==> config.mk <==
export PLATFORM = sky130hd
export DESIGN_NAME = am_dds_modulator
export DESIGN_NICKNAME = d
export VERILOG_FILES = /design/src/rtl/am_dds_modulator.sv
export SDC_FILE = /design/constraint.sdc
export NUM_CORES = 1
export LEC_CHECK = 0
export CAP_MARGIN = 15
export CORE_ASPECT_RATIO = 1.1
export CORE_MARGIN = 2
export CORE_UTILIZATION = 49
export CTS_CLUSTER_SIZE = 14
export DETAILED_ROUTE_END_ITERATION = 6
export GPL_TIMING_DRIVEN = 0
export PLACE_DENSITY = 0.69
export REMOVE_ABC_BUFFERS = 1
export SLEW_MARGIN = 20
export SYNTH_ARGS = -nofsm -noshare
export SYNTH_HDL_FRONTEND = slang
export SYNTH_SLANG_ARGS = --single-unit
==> constraint.sdc <==
create_clock -name clk -period 5.55 [get_ports clk]
set_input_delay 0.8325 -clock clk [delete_from_list [all_inputs] [get_ports clk]]
set_output_delay 0.8325 -clock clk [all_outputs]
set_load 0.1 [all_outputs]
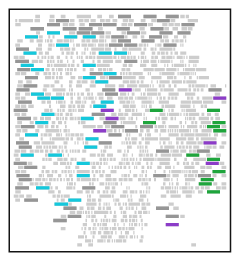
*Sequential cells grouped by signal name, run 1*
Scale: 1.5 px per µm. Other sequential cells in the stronger grey, the rest of the logic in the fainter grey.
r_phase -> cyan  # placed flops 32
r_dist -> green  # placed flops 12, where right middle
sine_out -> purple  # placed flops 8
not coloured = 68
share of the core filled with cells in the final layout: 56.3%
share of cell area taken by flip-flops and latches: 24.4%

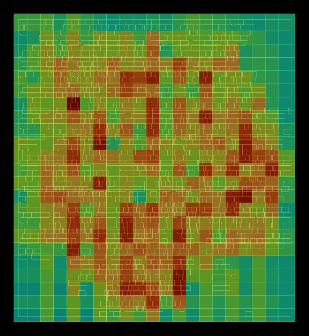
*Track usage over the die, run 1*
most utilized layer in the global route result: met2
wire length per cell: 17.4 µm

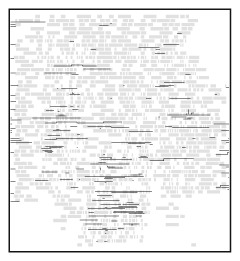
*Met3 routing, run 1*
Scale: 1.5 px per µm. Cells faint in the background.
nets with wire on the layer = 116
wire length on this layer = 1300 µm
main direction = horizontal
met3 track demand over resource: 3.84%
number of vias in the routed layout: 8950
drt total wl: 26.2 mm

==> CHANGELOG.md, run 1 <==
### Metrics

* Relative area of clock buffers and inverters in the final design at 4.67%
* Final Hold Violating Endpoints at 0
* Crit-path most repeated cell: sky130_fd_sc_hd__fa_1
* Family with the most delay on the worst path: adder cells
* Tap cells at 295
* TritonCTS clock tree: built
* Ys flops at 120
* Switching Share at 49.0%
* Top contributor to total power: combinational logic
* Number of nets in the layout at 1391
* Area of all placed cells without fillers at 12400 µm²
* Proportion of final cell area spent on non-clock buffers at 6.73%
* Seq cells at 120
* Clock network power at 1.10 mW
* Clock period minus final worst setup slack at 5070 ps
* Count of flip-flops with a built-in enable after synthesis at 0
* Largest voltage drop on the vdd net at 0.000420 V
* Number of warnings in the stage logs at 37
* Leakage power of the design at 5.56 nW
* Clock-pin slew reported for the worst setup and hold paths after clock tree synthesis at 60 ps
* M2 GR Usage at 39.1%
* Chip area estimate from yosys synthesis at 10900 µm²
* Async S/R FF share, synth at 100%
* WP data arrival at 5370 ps
* Internal power consumption at 3.47 mW
* Post-cts repair resize count at 0
* Cell breakdown of the critical path: and2_1 > fa_1 > fa_1 > fa_1 > inv_1 > fa_1 > inv_1 > ha_1 > a21o_1 > a21o_1 > a21oi_1 > o21ai_1 > a211oi_1 > xnor2_1 > mux2_2
* Overall track demand over capacity in global routing at 23.1%
* Area of placed instances at 11800 µm²
* Path type of the worst setup path: reg -> reg
* Synthesized netlist cell count at 1190
* Hold Crit Class: in -> async
* Fin crit share at 91.3%
* DR DRC count at 0
* Vias per inst at 5.94
* Status: finished clean
* Library cell contributing the largest single delay on the critical path: sky130_fd_sc_hd__dfrtp_1
* Slowest stage delay, CP at 690 ps
### Signal wires by layer, run 1

Scale: 1.5 px per µm.
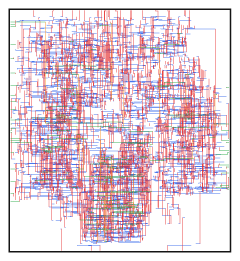

## Run 2: what changed since run 1
Settings changed: CORE_UTILIZATION 49 to 55, GPL_TIMING_DRIVEN 0 to default, PLACE_DENSITY 0.69 to 0.76.
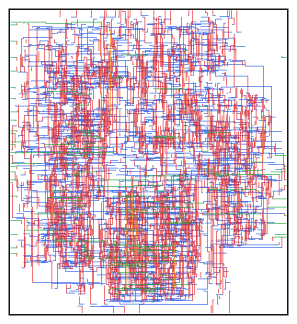
*Signal wires by layer, run 2*
Scale: 2 px per µm.
M2 -> red  # wire length 13200 µm
M4 -> orange  # wire length 522 µm
M3 -> green  # wire length 1290 µm
M1 -> blue  # wire length 11100 µm
overall track demand over capacity in global routing: 25.6%
wire length per cell: 17.8 µm
number of vias in the routed layout: 9023
drt total wl: 26.1 mm

==> run 2 against run 1 <==
Critical path depth stayed put. Via count rose by 0.82%. Combinational power up 2%. Non-clock buffer count up 3. Die area is 11% lower. Core utilization rose by 5.9 points. Design area shrank 1.4%. Global-route usage rose by 2.5 points. Sequential power is 6% lower. Wire length is 0.48% lower. Fmax grew 2.9%. Clock-buffer cell count stayed put. Highest routed layer unchanged.
==> CHANGELOG.md, run 2 <==
### Metrics

* Share of the core filled with cells in the final layout at 62.2% (+5.9 points)
* Leakage power of the design at 5.53 nW (-0.55%)
* Cell breakdown of the critical path: and2_1 > fa_1 > fa_1 > fa_1 > inv_1 > fa_1 > inv_1 > ha_1 > a21o_1 > a21o_1 > a21oi_1 > o21ai_1 > a211oi_1 > xnor2_1 > mux2_2
* Most utilized layer in the global route result: met2
* M2 GR Usage at 44.1% (+5.0 points)
* Status: finished clean
* Family with the most delay on the worst path: adder cells
* Post-cts repair resize count at 0 (unchanged)
* Seq cells at 120 (unchanged)
* Chip area estimate from yosys synthesis at 10900 µm² (unchanged)
* Internal power consumption at 3.38 mW (-2.4%)
* Hold Crit Class: in -> async
* Final Hold Violating Endpoints at 0 (unchanged)
* Async S/R FF share, synth at 100% (unchanged)
* Relative area of clock buffers and inverters in the final design at 4.60% (-0.076 points)
* Synthesized netlist cell count at 1190 (unchanged)
* Count of flip-flops with a built-in enable after synthesis at 0 (unchanged)
* Clock network power at 1.06 mW (-4%)
* Number of warnings in the stage logs at 37 (unchanged)
* Fin crit share at 88.7% (-2.5 points)
* Switching Share at 49.8% (+0.86 points)
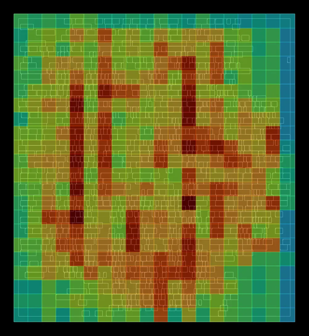
*Track usage over the die, run 2*
met3 track demand over resource: 3.34%
global-route track usage on met1: 33.2%

No activity file was given, so power comes from the tool's default toggle rates.
